run_1/placement_by_type.png
Scale bar: 20 um. Fill, decap, tap and diode cells in grey.
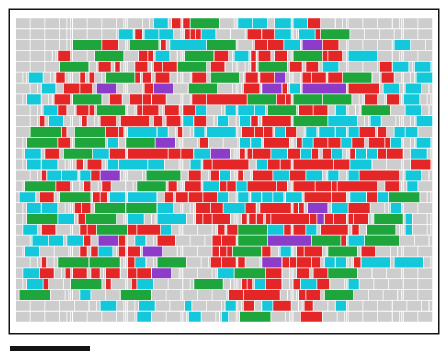
run_1/placement.png
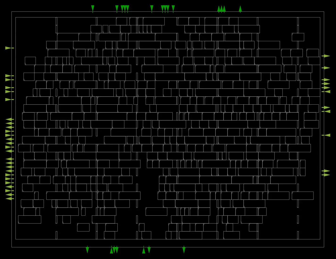
run_1/wires.png
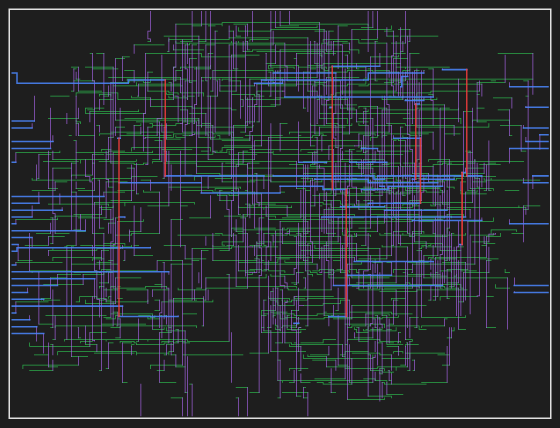
run_1/metal_density.png
The die is cut into 21 by 16 equal tiles; black is low, pale yellow is high, scaled to the fullest tile. Values are wire area over tile area, all layers added.
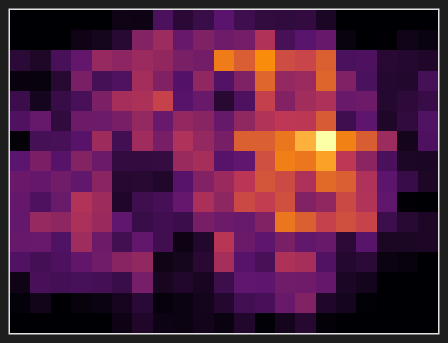
$ cat config.mk
export PLATFORM = sky130hd
export DESIGN_NAME = ulpi_reg_ctrl
export DESIGN_NICKNAME = d
export VERILOG_FILES = /design/src/rtl/ulpi_pkg.sv /design/src/rtl/ulpi_rxcmd_capture.sv /design/src/rtl/ulpi_reg_ctrl.sv
export SDC_FILE = /design/constraint.sdc
export NUM_CORES = 1
export LEC_CHECK = 0
export CAP_MARGIN = 20
export CORE_ASPECT_RATIO = 0.75
export CORE_MARGIN = 1
export CORE_UTILIZATION = 35
export DETAILED_ROUTE_END_ITERATION = 7
export SETUP_SLACK_MARGIN = 0.5
export SYNTH_ARGS = -nofsm -noshare
export SYNTH_HDL_FRONTEND = slang
export SYNTH_SLANG_ARGS = --single-unit
$ cat constraint.sdc
create_clock -name CLK -period 1.55 [get_ports CLK]
set_clock_uncertainty 0.1 [all_clocks]
set_input_delay 0.31 -clock CLK [delete_from_list [all_inputs] [get_ports CLK]]
set_output_delay 0.31 -clock CLK [all_outputs]
set_load 0.01 [all_outputs]
$ cat src/rtl/ulpi_pkg.sv
// ---------------------------------------------------------------------------
// ulpi_pkg
//   Shared ULPI definitions for the register-access link logic:
//     - TXCMD prefixes for register write / register read
//     - register-access FSM state encoding
//     - addresses of commonly used PHY registers
//     - helper that builds the TXCMD byte from a request
//   No ports (package).
// ---------------------------------------------------------------------------
package ulpi_pkg;

    // TXCMD byte = {prefix, 6-bit immediate register address}
    localparam logic [1:0] TXCMD_REGW = 2'b10;
    localparam logic [1:0] TXCMD_REGR = 2'b11;

    // PHY register addresses
    localparam logic [5:0] ADDR_FUNC_CTRL = 6'h04;
    localparam logic [5:0] ADDR_IFC_CTRL  = 6'h07;
    localparam logic [5:0] ADDR_OTG_CTRL  = 6'h0A;

    typedef enum logic [2:0] {
        ST_IDLE,
        ST_TXCMD,
        ST_WDATA,
        ST_STOP,
        ST_RD_TURN,
        ST_RD_DATA,
        ST_RD_END,
        ST_DIR_WAIT
    } ulpi_state_t;

    function automatic logic [7:0] txcmd_byte(input logic write, input logic [5:0] addr);
        return {(write ? TXCMD_REGW : TXCMD_REGR), addr};
    endfunction

endpackage

$ cat src/rtl/ulpi_rxcmd_capture.sv
// ---------------------------------------------------------------------------
// ulpi_rxcmd_capture
//   Tracks the registered bus direction and captures RX CMD bytes sent by the
//   PHY while it owns the bus outside a register read.
//
//   Ports:
//     clk          in   ULPI clock, rising edge
//     nrst         in   synchronous active-low reset
//     dir          in   ULPI_DIR (1 = PHY owns the bus)
//     nxt          in   ULPI_NXT
//     data         in   ULPI_DATA from the PHY
//     rd_phase     in   1 while the FSM owns the inbound bus for a reg read
//     rxcmd_valid  out  one-cycle pulse, registered, one cycle after the byte
//     rxcmd        out  last captured RX CMD byte (held)
// ---------------------------------------------------------------------------
module ulpi_rxcmd_capture (
    input  logic       clk,
    input  logic       nrst,
    input  logic       dir,
    input  logic       nxt,
    input  logic [7:0] data,
    input  logic       rd_phase,
    output logic       rxcmd_valid,
    output logic [7:0] rxcmd
);

    logic dir_q;
    logic take;

    // The first cycle with dir=1 is bus turnaround (dir_q still 0): the data
    // lines are not yet driven by the PHY, so nothing is sampled there.
    // Bytes with nxt=1 are USB receive data, not RX CMDs.
    assign take = dir && dir_q && !nxt && !rd_phase;

    always_ff @(posedge clk) begin
        if (!nrst) begin
            dir_q       <= 1'b0;
            rxcmd_valid <= 1'b0;
            rxcmd       <= 8'h00;
        end else begin
            dir_q       <= dir;
            rxcmd_valid <= take;
            if (take) begin
                rxcmd <= data;
            end
        end
    end

endmodule

$ cat src/rtl/ulpi_reg_ctrl.sv
// ---------------------------------------------------------------------------
// ulpi_reg_ctrl
//   ULPI link-side register access controller. Accepts one register
//   read/write request at a time, runs the ULPI TXCMD / data / STP sequence,
//   and reports completion with a one-cycle response pulse. RX CMD bytes seen
//   while the PHY owns the bus are captured by ulpi_rxcmd_capture.
//
//   Parameter:
//     TIMEOUT_CYCLES  cycles to wait for ULPI_NXT (or DIR in read turnaround)
//                     per phase before aborting with an error (>= 1)
//
//   Ports:
//     CLK, NRST                  ULPI 60 MHz clock, sync active-low reset
//     ULPI_DATA_I/_O/_OE         ULPI data bus split into in/out/enable
//     ULPI_DIR, ULPI_NXT         PHY direction and throttle
//     ULPI_STP                   link stop strobe
//     REQ_VALID/READY/WRITE/ADDR/WDATA   request handshake
//     RSP_VALID/RDATA/ERR        completion pulse, read data, timeout flag
//     RXCMD_VALID, RXCMD         RX CMD capture pulse and held byte
// ---------------------------------------------------------------------------
module ulpi_reg_ctrl
    import ulpi_pkg::*;
#(
    parameter int TIMEOUT_CYCLES = 255
) (
    input  logic       CLK,
    input  logic       NRST,
    input  logic [7:0] ULPI_DATA_I,
    output logic [7:0] ULPI_DATA_O,
    output logic       ULPI_DATA_OE,
    input  logic       ULPI_DIR,
    input  logic       ULPI_NXT,
    output logic       ULPI_STP,
    input  logic       REQ_VALID,
    output logic       REQ_READY,
    input  logic       REQ_WRITE,
    input  logic [5:0] REQ_ADDR,
    input  logic [7:0] REQ_WDATA,
    output logic       RSP_VALID,
    output logic [7:0] RSP_RDATA,
    output logic       RSP_ERR,
    output logic       RXCMD_VALID,
    output logic [7:0] RXCMD
);

    localparam int CW = $clog2(TIMEOUT_CYCLES + 1);

    ulpi_state_t   state;

    // request latched at acceptance so a DIR abort can replay it
    logic          wr_q;
    logic [5:0]    addr_q;
    logic [7:0]    wdata_q;

    logic [CW-1:0] cnt;
    logic          timeout;

    logic [7:0]    data_q;
    logic          oe_q;
    logic          stp_q;
    logic          err_q;      // STOP was entered because of a timeout
    logic          rsp_valid_q;
    logic          rsp_err_q;
    logic [7:0]    rdata_q;
    logic          ready_en;   // keeps READY low in the cycle after reset

    logic          rd_phase;

    // Last waiting cycle of a phase: this cycle is the TIMEOUT_CYCLES-th.
    assign timeout = (cnt == CW'(TIMEOUT_CYCLES - 1));

    // DIR=1 means the PHY is driving: release the bus in the very same cycle,
    // independent of the registered enable.
    assign ULPI_DATA_OE = oe_q && !ULPI_DIR;
    assign ULPI_DATA_O  = ULPI_DATA_OE ? data_q : 8'h00;
    assign ULPI_STP     = stp_q;

    assign REQ_READY    = ready_en && (state == ST_IDLE) && !ULPI_DIR;

    assign RSP_VALID    = rsp_valid_q;
    assign RSP_ERR      = rsp_err_q;
    assign RSP_RDATA    = rdata_q;

    assign rd_phase     = (state == ST_RD_TURN) || (state == ST_RD_DATA);

    always_ff @(posedge CLK) begin
        if (!NRST) begin
            state       <= ST_IDLE;
            wr_q        <= 1'b0;
            addr_q      <= 6'h00;
            wdata_q     <= 8'h00;
            cnt         <= '0;
            data_q      <= 8'h00;
            oe_q        <= 1'b0;
            stp_q       <= 1'b0;
            err_q       <= 1'b0;
            rsp_valid_q <= 1'b0;
            rsp_err_q   <= 1'b0;
            rdata_q     <= 8'h00;
            ready_en    <= 1'b0;
        end else begin
            ready_en    <= 1'b1;
            stp_q       <= 1'b0;
            rsp_valid_q <= 1'b0;
            rsp_err_q   <= 1'b0;

            case (state)
                ST_IDLE: begin
                    if (REQ_VALID && REQ_READY) begin
                        wr_q    <= REQ_WRITE;
                        addr_q  <= REQ_ADDR;
                        wdata_q <= REQ_WDATA;
                        data_q  <= txcmd_byte(REQ_WRITE, REQ_ADDR);
                        oe_q    <= 1'b1;
                        cnt     <= '0;
                        state   <= ST_TXCMD;
                    end
                end

                ST_TXCMD: begin
                    if (ULPI_DIR) begin
                        // PHY took the bus: abandon silently, replay later
                        oe_q   <= 1'b0;
                        data_q <= 8'h00;
                        cnt    <= '0;
                        state  <= ST_DIR_WAIT;
                    end else if (ULPI_NXT) begin
                        cnt <= '0;
                        if (wr_q) begin
                            data_q <= wdata_q;
                            state  <= ST_WDATA;
                        end else begin
                            oe_q   <= 1'b0;
                            data_q <= 8'h00;
                            state  <= ST_RD_TURN;
                        end
                    end else if (timeout) begin
                        data_q <= 8'h00;
                        stp_q  <= 1'b1;
                        err_q  <= 1'b1;
                        cnt    <= '0;
                        state  <= ST_STOP;
                    end else begin
                        cnt <= cnt + 1'b1;
                    end
                end

                ST_WDATA: begin
                    if (ULPI_DIR) begin
                        oe_q   <= 1'b0;
                        data_q <= 8'h00;
                        cnt    <= '0;
                        state  <= ST_DIR_WAIT;
                    end else if (ULPI_NXT || timeout) begin
                        data_q <= 8'h00;
                        stp_q  <= 1'b1;
                        err_q  <= !ULPI_NXT;
                        cnt    <= '0;
                        state  <= ST_STOP;
                    end else begin
                        cnt <= cnt + 1'b1;
                    end
                end

                ST_STOP: begin
                    oe_q        <= 1'b0;
                    rsp_valid_q <= 1'b1;
                    rsp_err_q   <= err_q;
                    err_q       <= 1'b0;
                    state       <= ST_IDLE;
                end

                ST_RD_TURN: begin
                    if (ULPI_DIR) begin
                        // this is the turnaround cycle; data comes next
                        cnt   <= '0;
                        state <= ST_RD_DATA;
                    end else if (timeout) begin
                        // link drives the idle byte alongside STP
                        oe_q   <= 1'b1;
                        data_q <= 8'h00;
                        stp_q  <= 1'b1;
                        err_q  <= 1'b1;
                        cnt    <= '0;
                        state  <= ST_STOP;
                    end else begin
                        cnt <= cnt + 1'b1;
                    end
                end

                ST_RD_DATA: begin
                    rdata_q <= ULPI_DATA_I;
                    state   <= ST_RD_END;
                end

                ST_RD_END: begin
                    if (!ULPI_DIR) begin
                        rsp_valid_q <= 1'b1;
                        state       <= ST_IDLE;
                    end
                end

                ST_DIR_WAIT: begin
                    if (!ULPI_DIR) begin
                        data_q <= txcmd_byte(wr_q, addr_q);
                        oe_q   <= 1'b1;
                        cnt    <= '0;
                        state  <= ST_TXCMD;
                    end
                end

                default: begin
                    oe_q  <= 1'b0;
                    state <= ST_IDLE;
                end
            endcase
        end
    end

    ulpi_rxcmd_capture u_rxcmd (
        .clk         (CLK),
        .nrst        (NRST),
        .dir         (ULPI_DIR),
        .nxt         (ULPI_NXT),
        .data        (ULPI_DATA_I),
        .rd_phase    (rd_phase),
        .rxcmd_valid (RXCMD_VALID),
        .rxcmd       (RXCMD)
    );

endmodule
==> notes.md, run 1 <==
Figures from the flow reports.

Timing:
- The run puts the relative slew slack at 71.6%.
- In the final report, the number of endpoints failing setup comes to 57.
- Per the final report, max-transition violations number 0.
- The critical path in the final layout is reported with a setup slack of -316 ps.
- The run gives the highest achievable clock rate as 0.536 GHz.
- The final timing report derives a shortest allowable period of 1870 ps.

Drt:
- The run puts the routed length on met2 at 4.18 mm.
- Per the post-route antenna check, the number of violating nets is 0.
- The run gives the violation count after the first detailed-routing iteration as 171.
- The run gives the via density per instance as 5.36.
- The run puts the met3 wirelength from detailed routing at 727 um.
- The run gives the length of the first detailed-routing pass in iterations as 4.

GRT:
- The run puts the total grt overflow at 0.
- The run puts the number of antenna violations at the first check in global routing at 0.
- The run gives the number of global-route vias before repair as 2808.
- Global route summary, busiest routing layer listed as met2.
- The run gives the met1 track demand over resource as 28.4%.

Logic synthesis:
- The run puts the area fraction in xor and xnor cells at 2.11%.
- The run gives the share of Yosys cell area claimed by the top area cell type as 40.0%.
- In the synthesized netlist, the cells that appear most often are sky130_fd_sc_hd__dfxtp_1 (58), sky130_fd_sc_hd__nand2_1 (50), sky130_fd_sc_hd__a21oi_1 (29).
- The run puts the post-synthesis net count at 352.
- The synthesized design spends more area on one cell type than any other, namely sky130_fd_sc_hd__dfxtp_1.
- After synthesis, the largest family of logic cells by area is simple AND/OR/NAND/NOR gates.
- For this design, Yosys synthesis ends with a cell count of 322.
- The run gives the share of synthesized cell area in full adder, half adder and majority cells as 0.862%.
- The run gives the summed standard-cell area reported by yosys as 0.00290 mm2.
- By area the synthesized netlist is led by sky130_fd_sc_hd__dfxtp_1 (40%), sky130_fd_sc_hd__nand2_1 (6.5%), sky130_fd_sc_hd__a21oi_1 (5.0%).
- The synthesized instance count is 322.
- The run puts the post-synthesis instance area at 0.00290 mm2.
- Of the total synthesized cell area, the portion taken by AND-OR and OR-AND cells is 23.1%.
- The Yosys step of the flow raised 0 warnings.

Pwr:
- Per report_power, the Combinational row totals 3580 uW.
- The clock network burns 23.3% of the power.
- The run gives the worst IR drop on VDD as 639 uV.
- In this run the static leakage power is 0.00199 uW.
- Summed over the clock group, the power is 1660 uW.
- The run gives the areal power density over the cells as 1400 mW/mm2.
- The largest share of the power goes to combinational logic.
- The run puts the switching power share of the total at 35.3%.
- The run gives the relative contribution of combinational cells to total power as 50.2%.

Die:
- The run puts the area of the core region at 0.00795 mm2.
- The run puts the number of standard-cell rows in the floorplan at 28.
- The run gives the horizontal extent of the die as 107 um.
- The floorplan step records an initial core utilization of 36.5%.
- The floorplan step set the die height to 80.9 um.
- The flow inserted 105 tap cells.
- The run puts the total die size at 0.00866 mm2.

Clock tree:
- The run gives the number of gates given a new drive strength after cts as 229.
- The run puts the number of buffers inserted during clock tree synthesis at 9.
- After clock tree synthesis, the clock-pin slew on the worst setup and hold paths is 70 ps.
- The run gives the cell at the root of the clock tree as sky130_fd_sc_hd__clkbuf_8.
- The run gives the number of clock sinks as 58.
- No sink is reached through more buffers than the 2 on the longest clock path.

Finish:
- The run puts the layout multi-input combinational cell count at 236.
- The run gives the number of sequential cells in the layout as 58.
- The run puts the number of nets at the end of the flow at 487.
- The run puts the portion of the layout cell area used by non-clock buffers at 28.8%.
- The run gives the count of inserted antenna diode cells as 0.
- The layout report lists the clock-cell share of area as 4.67%.
- The run puts the share of final-layout standard cells stronger than drive strength 1 at 54.5%.
- The run puts the combinational fraction of the cell area at 39.9%.
- The run gives the flop share of the area as 23.5%.
- In the layout the commonest cells are sky130_fd_sc_hd__buf_4 (55), sky130_fd_sc_hd__buf_6 (47), sky130_fd_sc_hd__dfxtp_1 (36), sky130_fd_sc_hd__nand2_1 (27), sky130_fd_sc_hd__clkdlybuf4s50_1 (24).
- Once layout is done, the placed cells without fillers occupy 0.00509 mm2.
- The run puts the multi-input gate area in the final layout at 0.00203 mm2.

Worst setup path:
- In this run the worst setup path begins at state[2].
- Broken down by cell family, the worst path's largest delay share belongs to buffers and inverters.
- According to the timing report, the critical path is captured at wdata_q[6].
- The run puts the number of cells traversed by the worst register-to-register path at 8.
- Looking at the reg2reg group, the worst path ends at wdata_q[6].
- For the worst setup path, the data arrival time is 2050 ps.
- The report lists the cells along the critical path as buf_12 -> or2_4 -> buf_6 -> nor4_4 -> buf_4 -> clkbuf_16 -> nand2_1 -> a21oi_1.
- The run gives the required arrival time at the worst endpoint as 1730 ps.

Placed design:
- STA on the placed design reports a worst setup slack of -733 ps.
- The run puts the number of cells after detailed placement at 525.
- The run gives the half-perimeter wire length after placement as 5.90 mm.
- Detailed placement reports a standard cell area of 0.00412 mm2.
- RePlAce ended its routability-driven mode at a weighted congestion of 0.824.
- The run gives the number of buffer cells added on primary ports as 57.

Worst hold path:
- The run gives the hold path startpoint as addr_q[4].
- For hold timing, the worst endpoint is addr_q[4].
- The number of cells on the worst hold path is listed as 2.

Run status:
- The final reports fail on negative setup slack.
- The flow ran to the end, but the final reports show violations.
Back to the opening pictures, placement_by_type.png:
| class | colour | cells |
|---|---|---|
| clock drivers and dummy loads | purple | 16 |
| flops | green | 58 |
| combinational and other logic | red | 243 |
| other buffers and delay cells | cyan | 145 |

Back to the opening pictures, placement.png:
number of fillers in the final layout: 628
final cell utilization of the core: 64.1%

Back to the opening pictures, wires.png:
| layer | colour | wire length |
|---|---|---|
| metal 4 | red | 167 um |
| metal 3 | blue | 727 um |
| metal 1 | green | 4300 um |
| metal 2 | purple | 4180 um |
Vias: 3038
drt total wl: 9.37 mm
global router's overall resource usage: 21.0%
routed wirelength normalized by instance count: 16.5 um

Back to the opening pictures, metal_density.png:
emptiest ninth of the die: south-east
tiles over half the peak: 11%
mean over tiles: 0.18
nearly empty tiles: 13%
fullest tile: 0.71

run_1/layer_met1.png
Supply wires on this layer in grey.
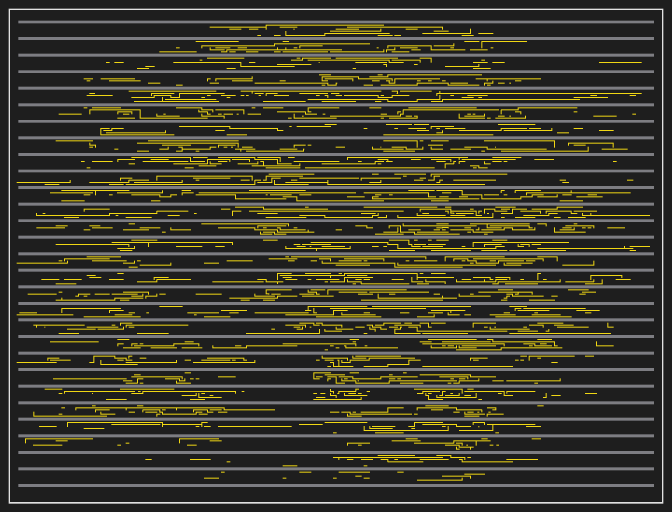

==> inputs of run 2 (changes only) <==
SKIP_LAST_GASP = 1   (was not set)
run_2/layer_met1.png
Supply wires on this layer in grey.
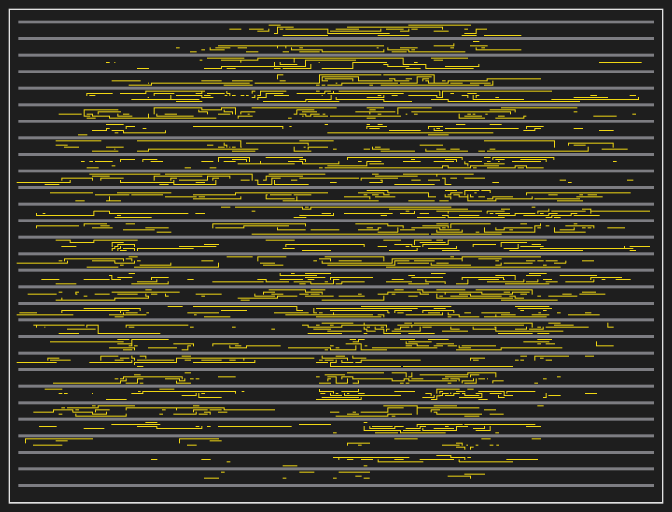
wire length on this layer: 4140 um
main direction: horizontal
share of all routed wire: 46%
met1 Track Usage GR: 28.5%
Vias: 2975

run_2/wires.png
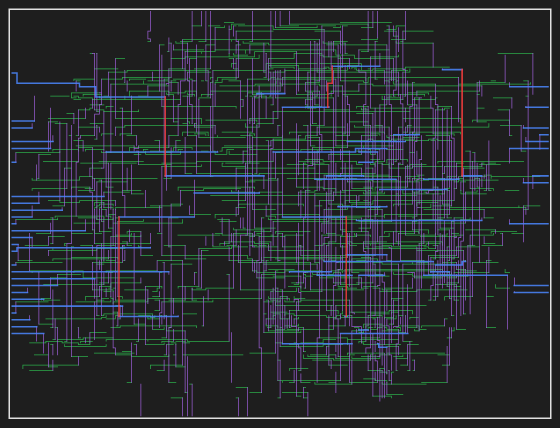
| layer | colour | wire length |
|---|---|---|
| metal 1 | green | 4140 um |
| metal 3 | blue | 667 um |
| metal 4 | red | 85.2 um |
| metal 2 | purple | 4130 um |

==> run 2 against run 1 <==
The flow still finishes with violations (negative setup slack). Synthesized area unchanged. Synthesized cell count unchanged. Power down 1.9%. Wire length down 3.8%. Core utilization down 2.8 points. Critical path depth shrank 2. Largest power group unchanged. Sequential power about the same. Clock-buffer cell count is the same. Sequential share of layout area increased by 1.1 points.
==> notes.md, run 2 <==
Figures from the flow reports.

Drt:
- The final layout contains routed wiring with a total length of 9.02 mm.
- The run puts the length of the first detailed-routing pass in iterations at 4.
- Using the TritonRoute via totals, the vias-per-cell ratio works out to 5.27.
- Per the detail_route report, DRC violations left total 0.
- The routed design shows a wire length per standard cell of 16.0 um.
- The run puts the post-route met1 wirelength at 4.14 mm.
- The run puts the remaining number of nets flagged by the antenna check after routing at 0.
- The detailed router used layers up to and including met4.
- The run gives the met3 wirelength from detailed routing as 666 um.
- The run puts the violation count after the first detailed-routing iteration at 115.
- Wire segments on met2 add up to 4.13 mm in the final route.

Logic synthesis:
- After synthesis, the chip area reported by Yosys is 0.00290 mm2.
- By count the netlist is led by sky130_fd_sc_hd__dfxtp_1 (58), sky130_fd_sc_hd__nand2_1 (50), sky130_fd_sc_hd__a21oi_1 (29).
- The run gives the post-synthesis instance area as 0.00290 mm2.
- The run gives the share of Yosys cell area claimed by the top area cell type as 40.0%.
- The run gives the count of warnings emitted by yosys as 0.
- The run gives the compound-cell area share of the yosys netlist as 23.1%.
- Yosys attributes the largest share of cell area to sky130_fd_sc_hd__dfxtp_1 (40%), sky130_fd_sc_hd__nand2_1 (6.5%), sky130_fd_sc_hd__a21oi_1 (5.0%).
- Per the synthesis report, the dominant area consumer among library cells is sky130_fd_sc_hd__dfxtp_1.
- The run puts the share of synthesized cell area in full adder, half adder and majority cells at 0.862%.
- For reference, the mux area share after synthesis is 3.15%.
- The run puts the area fraction in xor and xnor cells at 2.11%.
- The run gives the post-synthesis net count as 352.
- The cell count after synthesis came out at 322.
- The synthesis run identifies the leading combinational cell family as simple AND/OR/NAND/NOR gates.
- The run gives the total cells reported by yosys after synthesis as 322.
- In this run, the synthesized area fraction spent on and/or/nand/nor cells is recorded as 25.4%.

GRT:
- The number of antenna violations at the first check in global routing is 0.
- For met2 alone, demand over resource in global routing was 31.4%.
- The run puts the number of global-route vias before repair at 2788.
- The run gives the overall fraction of global-route tracks in use as 20.8%.
- The run puts the global-route wire length before repair at 13.9 mm.
- The run gives the most heavily used metal layer in global routing as met2.
- For met3 alone, demand over resource in global routing was 5.62%.
- The run gives the total grt overflow as 0.

Timing:
- The smallest clock period supported by the final layout is computed as 1780 ps.
- The run gives the relative slew slack as 76.5%.
- The run gives the final number of max-transition violations as 0.
- The most critical hold endpoint after final layout shows a slack of 357 ps.
- The run gives the final worst setup slack as -226 ps.
- Adding up every negative setup slack in the final design gives -6630 ps.
- The run gives the highest achievable clock rate as 0.563 GHz.
- The run puts the final tally of setup violations at 58.
- Setup repair after global routing could not meet its margin everywhere.
- The run puts the post-layout period usage of the worst path at 115%.
- The pin closest to its max-slew limit shows a slew of 353 ps.

Clock tree:
- For this design, the sink count on the clock tree is 58.
- Once the clock tree was built, the resizer swapped 214 gates to a different size.
- The run gives the deepest level of the CTS H-tree as 3.
- The run gives the cell at the root of the clock tree as sky130_fd_sc_hd__clkbuf_8.
- The run gives the number of buffers inserted during clock tree synthesis as 9.
- The run gives the clock slew at the register clock pins of the worst setup and hold paths as 70 ps.
- The run puts the buffer depth of the longest clock path at 2.

Finish:
- Across the whole layout, storage elements make up 24.5% of the cell area.
- The run puts the number of sequential cells in the layout at 58.
- The run puts the share of final-layout standard cells stronger than drive strength 1 at 47.0%.
- The run puts the portion of the layout cell area used by non-clock buffers at 28.9%.
- The run gives the non-clock inverter instance count of the final layout as 7.
- The run gives the combinational fraction of the cell area as 38.3%.
- In the layout the commonest cells are sky130_fd_sc_hd__buf_4 (58), sky130_fd_sc_hd__nand2_1 (46), sky130_fd_sc_hd__buf_6 (44), sky130_fd_sc_hd__dfxtp_1 (36), sky130_fd_sc_hd__a21oi_1 (25).
- The filler cells instantiated in the layout total 674.
- 236 cells are multi-input combinational gates.
- The run gives the buffer count excluding the clock tree in the final layout as 143.
- The run gives the count of inserted antenna diode cells as 0.
- The run puts the post-route standard cell area excluding fillers at 0.00488 mm2.
- The run gives the dominant kind of cell by area as multi-input combinational cells.
- The finished layout holds 565 standard cells, fillers aside.
- The run gives the number of nets at the end of the flow as 485.
- The run puts the count of clock buffers in the final design at 12.
- The run gives the final standard cell utilization of the core as 61.3%.
- Per the layout area report, the combinational gate area comes to 0.00187 mm2.
- The sequential cells in the finished layout cover a total of 0.00120 mm2.
- The fraction of final cell area spent on clock buffers and inverters in this run is 4.88%.

Worst setup path:
- The run puts the delay of the slowest cell on the worst path at 410 ps.
- On the critical path the data arrives at 1900 ps.
- The run gives the required arrival time at the worst endpoint as 1680 ps.
- The most critical setup path has its endpoint at cnt[2].
- The critical path starts at state[0].
- The run puts the worst-path maximum fanout at 16.
- STA classifies the critical path endpoint as a register.
- The run puts the number of buffer and inverter instances along the worst setup path at 2.
- The run puts the critical path depth in cells at 6.
- On the critical path, the stage with the largest delay is an instance of sky130_fd_sc_hd__dfxtp_4.
- STA lists the endpoint of the worst register-to-register path as cnt[2].
- The run gives the kind of critical path as reg -> reg.
- Measured in cells, the most critical reg-to-reg path has a length of 6.
- The critical path goes through buf_4 -> nand2_1 -> o22ai_2 -> a211oi_4 -> buf_4 -> a221o_1.
- The cell that appears most often on the critical path is sky130_fd_sc_hd__buf_4.
- The run gives the family with the most delay on the worst path as AND-OR/OR-AND gates.

Pwr:
- The run gives the switching power share of the total as 34.7%.
- The run puts the worst IR drop on VDD at 624 uV.
- The run puts the areal power density over the cells at 1430 mW/mm2.
- The run puts the relative contribution of combinational cells to total power at 49.3%.
- The largest part of the power goes to combinational logic.
- The run gives the proportion of power drawn by the clock network as 23.7%.
- The run gives the part of the total power dissipated in sequential elements as 27.0%.
- The run puts the leakage power total at 0.00189 uW.
- The flow reports power dissipated in the clock network as 1660 uW.
- The run puts the internal power summed over all cells at 4560 uW.
- The run puts the reported combinational group power at 3440 uW.
- The script extracted a net switching power of 2420 uW.

Die:
- The run gives the die boundary height as 80.9 um.
- The run puts the starting density of the core at 36.5%.
- The run puts the horizontal extent of the die at 107 um.
- The run gives the total die size as 0.00866 mm2.
- The floorplan step defined a core boundary enclosing 0.00795 mm2.
- The run puts the well tap count at 105.
- The run gives the number of standard-cell rows in the floorplan as 28.

Placed design:
- The run gives the number of buffer cells added on primary ports as 57.
- Per the post-place timing report, worst setup slack is -733 ps.
- The run puts the half-perimeter wire length after placement at 5.90 mm.
- The run gives the total placed instance area as 0.00412 mm2.
- In this run, placement finished with an instance count of 525.
- The run gives the placer's final routability congestion estimate as 0.824.

Run status:
- The flow ran to the end, but the final reports show violations.
- The final reports fail on negative setup slack.

Worst hold path:
- For hold timing, the worst endpoint is addr_q[2].
- The run gives the cell depth of the worst hold path as 2.
- Checking hold timing, the worst path is listed with class reg -> reg.
- Per the hold report, the tightest min-delay path originates at addr_q[2].

Job:
- The run gives the tally of max-capacitance violations as 0.
- The number of warnings reported in the stage logs is 30.
run_2/placement.png
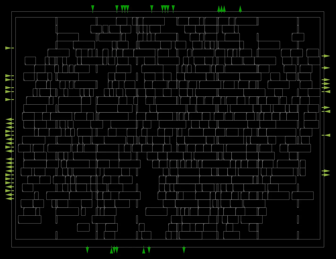

==> inputs of run 3 (changes only) <==
ABC_AREA = 1   (was not set)
HOLD_SLACK_MARGIN = 0.02   (was not set)
run_3/placement.png
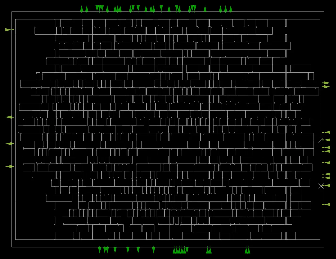
number of fillers in the final layout: 659
register fraction of the total cell area: 20.0%
number of standard cells in the final layout excluding fillers: 756

==> run 3 against run 2 <==
Clock power grew 26%. First-iteration DRC count grew 140%. Critical endpoint is now data_q[0]. Core utilization grew 9.3 points. Largest power group unchanged. Sequential cell count is the same. Register-to-register slack gained 130 ps. Non-clock buffer count grew 11. Worst hold slack lost 5.2 ps. Via count grew 28%. Largest cell class unchanged. Global-route usage grew 2.8 points. Power grew 29%. The run ends with design-rule violations, negative setup slack left. Wire length grew 30%. Critical path depth grew 5.
==> notes.md, run 3 <==
Figures from the flow reports.

Run status:
- The flow ran to the end, but the final reports show violations.
- The final reports fail on design-rule violations, negative setup slack.

Die:
- The design received a total of 108 well taps at floorplan.
- The run puts the total die size at 0.00944 mm2.
- The run puts the starting density of the core at 36.8%.
- The die is 112 um wide.
- The run puts the die boundary height at 84.4 um.
- In this run the count of I/O pins placed on the die edge is 58.
- The run gives the number of standard-cell rows in the floorplan as 29.

Worst setup path:
- The capture point of the worst register-to-register path is recorded as data_q[0].
- Counting cells, the worst reg-to-reg path comes to 11.
- For reference, the most critical setup path is categorized as reg -> reg.
- The run gives the family with the most delay on the worst path as simple AND/OR/NAND/NOR gates.
- In this run the worst setup path terminates at data_q[0].
- All stages included, the depth of the critical timing path comes to 11.
- The run gives the endpoint type of the worst setup path as a register.
- Among all stages on the critical path, the largest delay is contributed by sky130_fd_sc_hd__dfxtp_2.
- The run gives the arrival time reported for the critical path endpoint as 1770 ps.
- The timing report notes that buffer and inverter cells on the critical path total 2.
- The run gives the required arrival time at the worst endpoint as 1670 ps.
- The critical path starts at cnt[0].
- The run puts the delay of the slowest cell on the worst path at 320 ps.
- The critical path goes through inv_2 -> ha_4 -> inv_2 -> nor2_4 -> nand2_4 -> nand2_4 -> nand2_2 -> nor2_4 -> nand2_1 -> nor2_1 -> nor2_1.
- In this run the worst path has a maximum fanout of 8.

Placed design:
- Port buffering added 57 buffers.
- The run puts the placer's final routability congestion estimate at 0.882.
- The run puts the pre-CTS setup slack at -530 ps.
- In this run, placement finished with an instance count of 695.
- The run gives the half-perimeter wire length after placement as 7.13 mm.
- Detailed placement reports a standard cell area of 0.00445 mm2.

Drt:
- The run puts the total number of vias at 3810.
- The run gives the violation count after the first detailed-routing iteration as 273.
- The run puts the post-route met1 wirelength at 5.26 mm.
- The run puts the length of the first detailed-routing pass in iterations at 7.
- The run puts the met3 wirelength from detailed routing at 878 um.
- Per the detail_route report, routed wire per instance is 15.5 um.
- Signal routing reaches up to met4.
- The run gives the detailed-route DRC error count as 2.
- The run gives the via density per instance as 5.04.
- The run puts the remaining number of nets flagged by the antenna check after routing at 0.
- The run gives the post-detailed-routing wire length as 11.7 mm.
- The run puts the routed length on met2 at 5.33 mm.

Logic synthesis:
- Yosys printed 0 warnings.
- The synthesis report lists the most area-consuming cells as sky130_fd_sc_hd__dfxtp_1 (37%), sky130_fd_sc_hd__nand2_1 (15%), sky130_fd_sc_hd__nor2_1 (11%).
- The run puts the simple-gate area share of the yosys netlist at 41.6%.
- The run gives the area fraction in xor and xnor cells as 0.553%.
- The run puts the post-synthesis instance area at 0.00317 mm2.
- The run puts the summed standard-cell area reported by yosys at 0.00317 mm2.
- The run gives the share of flip-flops with an asynchronous set or reset as 0%.
- The run gives the share of Yosys cell area claimed by the top area cell type as 36.7%.
- The commonest cells after synthesis are sky130_fd_sc_hd__nand2_1 (129), sky130_fd_sc_hd__nor2_1 (96), sky130_fd_sc_hd__dfxtp_1 (58).
- The run gives the main logic family after synthesis as simple AND/OR/NAND/NOR gates.
- After Yosys synthesis, AND-OR and OR-AND compound gates account for 10.4% of the synthesized area.
- Synthesis produced 494 cells.
- The run gives the number of flops mapped to enable cells by yosys as 0.
- The run puts the mux share of post-synthesis cell area at 0%.
- The run gives the most area-hungry cell type in the Yosys netlist as sky130_fd_sc_hd__dfxtp_1.
- The run gives the total cells reported by yosys after synthesis as 494.
- The synthesized design contains 58 register bits.
- The run puts the synthesized area per cell at 6.41 um2.
- The run puts the post-synthesis net count at 524.
- The run gives the share of synthesized cell area in full adder, half adder and majority cells as 0.790%.
- The run gives the post-synthesis cell type count as 29.
- The run gives the sequential cell area fraction in the yosys report as 36.7%.

GRT:
- The run gives the met3 track demand over resource in global routing as 5.42%.
- The run puts the total grt overflow at 0.
- In the global route stage, overall resource usage came out at 23.6%.
- The run gives the global-route wire length before repair as 17.2 mm.
- The run gives the number of antenna violations at the first check in global routing as 0.
- The run puts the met1 track demand over resource at 33.5%.
- The run puts the number of global-route vias before repair at 3419.
- The global routing stage identified its most utilized layer as met2.
- The run puts the global routing usage on met2 at 35.5%.

Worst hold path:
- Counting instances, the worst hold path has a depth of 4.
- The run gives the hold path startpoint as ULPI_DIR.
- For hold timing, the worst endpoint is u_rxcmd.dir_q.
- The type recorded for the worst min-delay path is in -> reg.

Timing:
- Setup repair after global routing could not meet its margin everywhere.
- At the pin with the least slew margin, the transition time is 307 ps.
- The run puts the relative slew slack at 79.5%.
- The run gives the final number of hold-violating endpoints as 0.
- The run puts the post-layout period usage of the worst path at 106%.
- In the final report, the number of endpoints failing setup comes to 16.
- The run gives the final number of max-transition violations as 0.
- The run gives the worst hold slack across all endpoints as 351 ps.
- The run gives the total negative slack as -715 ps.
- For the finished layout, the period the worst path requires is 1650 ps.
- The final timing report gives a worst setup slack of -96.0 ps.
- The run puts the highest achievable clock rate at 0.608 GHz.

Finish:
- The run gives the number of sequential cells in the layout as 58.
- The layout report lists the multi-input gate area as 0.00257 mm2.
- In the final layout, the share of cells above drive strength 1 is 53.7%.
- In this run the layout overhead on the synthesized area is reported as 91.9%.
- The run gives the combinational fraction of the cell area as 42.4%.
- The run gives the portion of the layout cell area used by non-clock buffers as 26.4%.
- The run gives the buffer count excluding the clock tree in the final layout as 154.
- In the finished layout, the clock tree contains a buffer count of 15.
- The area taken by sequential standard cells is reported as 0.00121 mm2.
- The run gives the count of inserted antenna diode cells as 0.
- The number of multi-input combinational cells in the layout is 372.
- The layout report lists the clock-cell share of area as 5.23%.
- Leaving out the clock tree, the finished layout contains an inverter count of 48.
- Per the area breakdown, the dominant cell category is multi-input combinational cells.
- The run gives the number of nets at the end of the flow as 673.
- The run gives the final standard cell utilization of the core as 70.7%.
- Leaving out fill and tap cells, the most frequent cells in the layout are sky130_fd_sc_hd__nand2_1 (86), sky130_fd_sc_hd__buf_4 (58), sky130_fd_sc_hd__nor2_1 (53), sky130_fd_sc_hd__buf_6 (48), sky130_fd_sc_hd__nor2_4 (41).

Clock tree:
- The run puts the number of clock sinks at 58.
- The run puts the number of buffers inserted during clock tree synthesis at 9.
- The skew report gives the latency at the later pin of the worst-skew pair as 330 ps.
- The run gives the buffers inserted during post-CTS setup optimization as 21.
- The run gives the deepest level of the CTS H-tree as 3.
- For reference, the clock transition at the flip-flops on the worst setup and hold paths is 50 ps.
- The clock passes through at most 2 buffers.
- Clock tree synthesis selected as its root buffer the cell sky130_fd_sc_hd__clkbuf_16.
- The run puts the number of gates given a new drive strength after cts at 250.

Pwr:
- The run puts the reported combinational group power at 4960 uW.
- The run puts the internal power summed over all cells at 5380 uW.
- IR analysis of the VDD net gives a maximum drop of 893 uV.
- Looking at the power breakdown, sequential logic takes 21.6% of the total.
- Power spread over the standard cell area amounts to 1480 mW/mm2.
- The biggest slice of the total power is consumed by combinational logic.
- The run gives the power in the clock group as 2090 uW.
- The run gives the switching power share of the total as 40.2%.
- In this run the static leakage power is 0.00259 uW.
- The flow reports that the clock network draws 23.2% of the design power.
- The analysis attributes to net switching a power of 3610 uW.
- The run gives the relative contribution of combinational cells to total power as 55.1%.

Job:
- The run puts the tally of max-capacitance violations at 0.
- The run gives the number of logged tool warnings as 30.
run_3/placement_by_type.png
Scale bar: 20 um. Fill, decap, tap and diode cells in grey.
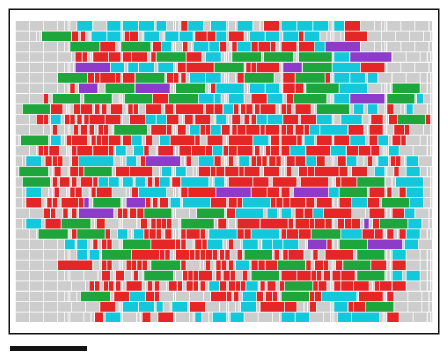
| class | colour | cells |
|---|---|---|
| combinational and other logic | red | 420 |
| flops | green | 58 |
| clock drivers and dummy loads | purple | 16 |
| other buffers and delay cells | cyan | 154 |
core outline area: 0.00860 mm2
Design Area, Final: 0.00608 mm2

No activity file was given, so power comes from the tool's default toggle rates.
